==> images/met1.png <==
Drawn at 6 px/micron.
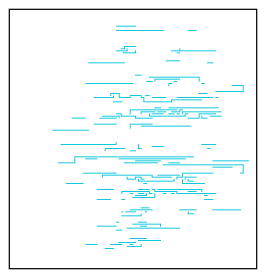
==> images/final_congestion.png <==
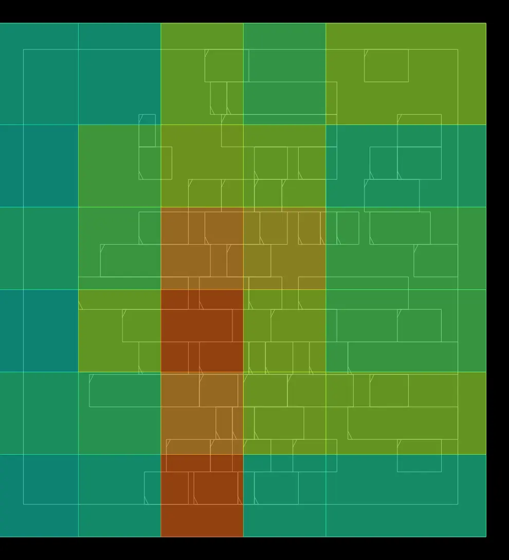
==> images/gate_families.png <==
Drawn at 6 px/micron.
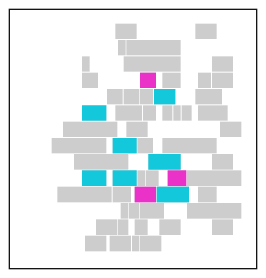
### config.mk
export PLATFORM = sky130hd
export DESIGN_NAME = enc_pri_skid
export DESIGN_NICKNAME = d
export VERILOG_FILES = /design/src/rtl/enc_pri_skid_pkg.sv /design/src/rtl/enc_pri_skid_core.sv /design/src/rtl/enc_pri_skid.sv
export SDC_FILE = /design/constraint.sdc
export NUM_CORES = 1
export LEC_CHECK = 0
export CAP_MARGIN = 40
export CORE_AREA = 2 2 39 41
export DETAILED_ROUTE_END_ITERATION = 8
export DIE_AREA = 0 0 41 43
export PLACE_DENSITY = 0.65
export SLEW_MARGIN = 10
export SYNTH_ARGS = -nofsm -noshare
export SYNTH_HDL_FRONTEND = slang
export SYNTH_SLANG_ARGS = --single-unit
### constraint.sdc
create_clock -name clk -period 3 [get_ports clk]
set_input_delay 0.75 -clock clk [delete_from_list [all_inputs] [get_ports clk]]
set_output_delay 0.75 -clock clk [all_outputs]
set_load 0.005 [all_outputs]
### src/rtl/enc_pri_skid_pkg.sv
// Shared types for the registered priority encoder: handshake states and the buffered entry.
package enc_pkg;

  localparam int MULTI_CNT_W = 8;
  // Widest index an entry can carry (N_IN up to 256)
  localparam int IDX_MAX_W   = 8;

  typedef enum logic [1:0] {ST_EMPTY, ST_ONE, ST_TWO} state_t;

  typedef struct packed {
    logic [IDX_MAX_W-1:0] idx;
    logic                 any;
    logic                 multi;
  } entry_t;

endpackage

### src/rtl/enc_pri_skid_core.sv
// Combinational N-to-log2(N) priority encoder; ENC_MULTIHOT_CHK_EN adds the multi-hot flag.
module enc_pri_core #(
  parameter int N_IN    = 4,
  parameter int IDX_W   = $clog2(N_IN),
  parameter int LSB_PRI = 1
) (
  input  logic [N_IN-1:0]  req,
  output logic [IDX_W-1:0] idx,
  output logic             any
`ifdef ENC_MULTIHOT_CHK_EN
  ,
  output logic             multi
`endif
);

  // Scan toward the winning end so the last hit assigned is the winner
  always_comb begin
    idx = '0;
    if (LSB_PRI != 0) begin
      for (int i = N_IN - 1; i >= 0; i--)
        if (req[i]) idx = IDX_W'(i);
    end else begin
      for (int i = 0; i < N_IN; i++)
        if (req[i]) idx = IDX_W'(i);
    end
  end

  assign any = |req;

`ifdef ENC_MULTIHOT_CHK_EN
  // Clearing the lowest set bit leaves something only if two or more were set
  assign multi = |(req & (req - {{(N_IN-1){1'b0}}, 1'b1}));
`endif

endmodule

### src/rtl/enc_pri_skid.sv
// Registered priority encoder with valid/ready on both sides and a 2-entry skid buffer.
// Optional multi-hot flag and saturating counter under macro ENC_MULTIHOT_CHK_EN.
module enc_pri_skid
  import enc_pkg::*;
#(
  parameter int N_IN    = 4,
  parameter int IDX_W   = $clog2(N_IN),
  parameter int LSB_PRI = 1
) (
  input  logic                   clk,
  input  logic                   rst_n,
  input  logic                   in_valid,
  output logic                   in_ready,
  input  logic [N_IN-1:0]        in_req,
  output logic                   out_valid,
  input  logic                   out_ready,
  output logic [IDX_W-1:0]       out_idx,
  output logic                   out_any
`ifdef ENC_MULTIHOT_CHK_EN
  ,
  output logic                   out_multi,
  output logic [MULTI_CNT_W-1:0] multi_cnt
`endif
);

  state_t           state_q, state_d;
  entry_t           main_q, main_d, skid_q, skid_d, enc_e;
  logic             in_ready_q;
  logic [IDX_W-1:0] core_idx;
  logic             core_any;
  logic             core_multi;
  logic             accept, pop;

`ifdef ENC_MULTIHOT_CHK_EN
  enc_pri_core #(.N_IN(N_IN), .IDX_W(IDX_W), .LSB_PRI(LSB_PRI)) u_core (
    .req(in_req), .idx(core_idx), .any(core_any), .multi(core_multi)
  );
`else
  enc_pri_core #(.N_IN(N_IN), .IDX_W(IDX_W), .LSB_PRI(LSB_PRI)) u_core (
    .req(in_req), .idx(core_idx), .any(core_any)
  );
  assign core_multi = 1'b0;
`endif

  // Encode at accept time; the skid holds encoded entries, never raw requests
  always_comb begin
    enc_e                = '0;
    enc_e.idx[IDX_W-1:0] = core_idx;
    enc_e.any            = core_any;
    enc_e.multi          = core_multi;
  end

  assign in_ready  = in_ready_q;
  assign out_valid = (state_q != ST_EMPTY);
  assign accept    = in_valid && in_ready_q;
  assign pop       = out_valid && out_ready;

  always_comb begin
    state_d = state_q;
    main_d  = main_q;
    skid_d  = skid_q;
    case (state_q)
      ST_EMPTY: begin
        if (accept) begin
          state_d = ST_ONE;
          main_d  = enc_e;
        end
      end
      ST_ONE: begin
        if (accept && !pop) begin
          state_d = ST_TWO;
          skid_d  = enc_e;
        end else if (pop && !accept) begin
          state_d = ST_EMPTY;
        end else if (accept && pop) begin
          main_d  = enc_e;
        end
      end
      ST_TWO: begin
        if (pop) begin
          state_d = ST_ONE;
          main_d  = skid_q;
        end
      end
      default: state_d = ST_EMPTY;
    endcase
  end

  always_ff @(posedge clk or negedge rst_n) begin
    if (!rst_n) begin
      state_q    <= ST_EMPTY;
      main_q     <= '0;
      skid_q     <= '0;
      in_ready_q <= 1'b1;
    end else begin
      state_q    <= state_d;
      main_q     <= main_d;
      skid_q     <= skid_d;
      in_ready_q <= (state_d != ST_TWO);
    end
  end

  assign out_idx = main_q.idx[IDX_W-1:0];
  assign out_any = main_q.any;

  // Upper index bits are always zero and multi is unused without the macro
  logic unused_bits;
  assign unused_bits = ^{main_q.idx, main_q.multi};

`ifdef ENC_MULTIHOT_CHK_EN
  logic [MULTI_CNT_W-1:0] cnt_q;

  always_ff @(posedge clk or negedge rst_n) begin
    if (!rst_n)
      cnt_q <= '0;
    else if (accept && enc_e.multi && (cnt_q != {MULTI_CNT_W{1'b1}}))
      cnt_q <= cnt_q + 1'b1;
  end

  assign out_multi = main_q.multi;
  assign multi_cnt = cnt_q;
`endif

endmodule

==> impl_metrics.yaml <==
# implementation run metrics
clocking:
  htreeDepth: 1
  cts_setup_buffers: 0
  postCtsHoldBufs: 0
timing:
  report.final.slew_viol_count: 0
  tightest_slew_ns: 0.431
  maxSlewHeadroom: 0.705
global_route:
  grt_pass1_wl_microns: 1640
  antenna_found_initial: 0
floorplanning:
  fp_util: 0.363
  core_sq_um: 1380
  ioPinCount: 13
  dieArea_sq_um: 1760
synth:
  adder_share: 0
  synth_flops: 9
  top_logic_kind: "simple AND/OR/NAND/NOR gates"
status:
  status: "finished, final reports clean"
placed_design:
  hpwl_microns: 759
  gp_congestion: 0.749
critical_path:
  critPathKind: "reg -> out"
pwr:
  power_mw: 0.477
worst_hold_path:
  hp-class: "reg -> reg"
route:
  ant_nets: 0
About met1.png:
wire length on this layer: 433 microns
nets with wire on the layer: 58
longest straight run: 19.8 microns
share of all routed wire: 47%

About final_congestion.png:
gr usage total: 0.140
GR Util met3: 0.0471

About gate_families.png:
legend:
  cyan:
    family: multiplexers
    cells: 7
  magenta:
    family: AND-OR and OR-AND gates
    cells: 3

critical path, stage by stage (launching register included):
cell	delay, ns
dfrtp_1	0.46
or2_2	0.30
clkdlybuf4s50_1	0.44
sequential cells by signal, indices dropped and copies added, names as in the netlist:
| register | count |
|---|---|
| in_ready | 1 |
| skid_q | 3 |
| state_q | 2 |
| out_idx | 2 |
| out_any | 1 |
through the flow:
step                      cells  setup WS, ns  utilization  area, sq um
after floorplan              42          1.11            -          502
after global placement       70         0.593        0.464          642
after detailed placement     70         0.574        0.464          642
after CTS                    74         0.795        0.483          668
after global routing         74         0.726        0.483          668
final                        74         0.804        0.483          668
final cells by class:
type	instances	area, sq um	area share
Timing Repair Buffer	12	120	0.180
Clock buffer	4	26.3	0.0393
Multi-Input combinational cell	31	268	0.401
Inverter	2	7.51	0.0112
Sequential cell	9	226	0.339
Tap cell	16	20.0	0.0300
cells in the mapped netlist:
| library cell | n | area (sq um) |
|---|---|---|
| a211o_2 | 1 | 10.0 |
| mux2_2 | 3 | 33.8 |
| or2_2 | 1 | 6.26 |
| o41ai_1 | 1 | 8.76 |
| and4bb_1 | 1 | 12.5 |
| nand2_1 | 2 | 7.51 |
| nor2_1 | 1 | 3.75 |
| o21ai_0 | 1 | 5.00 |
| nand2b_1 | 2 | 12.5 |
| nand4b_1 | 1 | 8.76 |
| dfrtp_1 | 8 | 200 |
| nor3_1 | 1 | 5.00 |
| a2111oi_0 | 1 | 8.76 |
| dfstp_2 | 1 | 26.3 |
| inv_1 | 2 | 7.51 |
| mux2_4 | 2 | 30.0 |
| and4b_4 | 1 | 13.8 |
| and2b_4 | 1 | 10.0 |
| mux2i_1 | 1 | 10.0 |
| a31oi_1 | 1 | 6.26 |
| mux2_1 | 1 | 11.3 |
| a211o_1 | 1 | 8.76 |
| a21oi_1 | 2 | 10.0 |
| a21o_1 | 1 | 7.51 |
| nor3b_2 | 1 | 12.5 |
| or4_4 | 1 | 11.3 |
| nor2b_1 | 1 | 6.26 |
| nand3b_1 | 1 | 7.51 |
worst paths after layout:
path	endpoint	startpoint	slack (ns)	depth (start not counted)
setup / recovery	out_valid	state_q[1]	0.80	2
max in group asynchronous	in_ready	rst_n	1.88	1
hold reg to reg	out_idx[1]	out_idx[1]	0.49	1
min in group asynchronous	out_any	rst_n	0.79	1
hold / removal	out_idx[1]	out_idx[1]	0.49	1
setup reg to reg	out_idx[1]	state_q[1]	1.53	3
power by group through the flow:
stage                     clock network (mW)  registers (mW)  logic (mW)
after CTS                             0.0944           0.204       0.186
after detailed placement                   0           0.206       0.185
after global routing                   0.104           0.211       0.204
after global placement                     0           0.205       0.185
final                                 0.0907           0.203       0.184
after floorplan                            0           0.198       0.104
layer usage:
metal | vias up | global-route usage | wire length [microns] | share of wire
li1 | 196 | - | - | -
met1 | 195 | 0.166 | 432 | 0.47
met2 | 7 | 0.219 | 469 | 0.51
met3 | 0 | 0.0471 | 22 | 0.024
met4 | 0 | 0.0600 | 0 | 0
met5 | - | 0 | 0 | 0
No activity file was given, so power comes from the tool's default toggle rates.
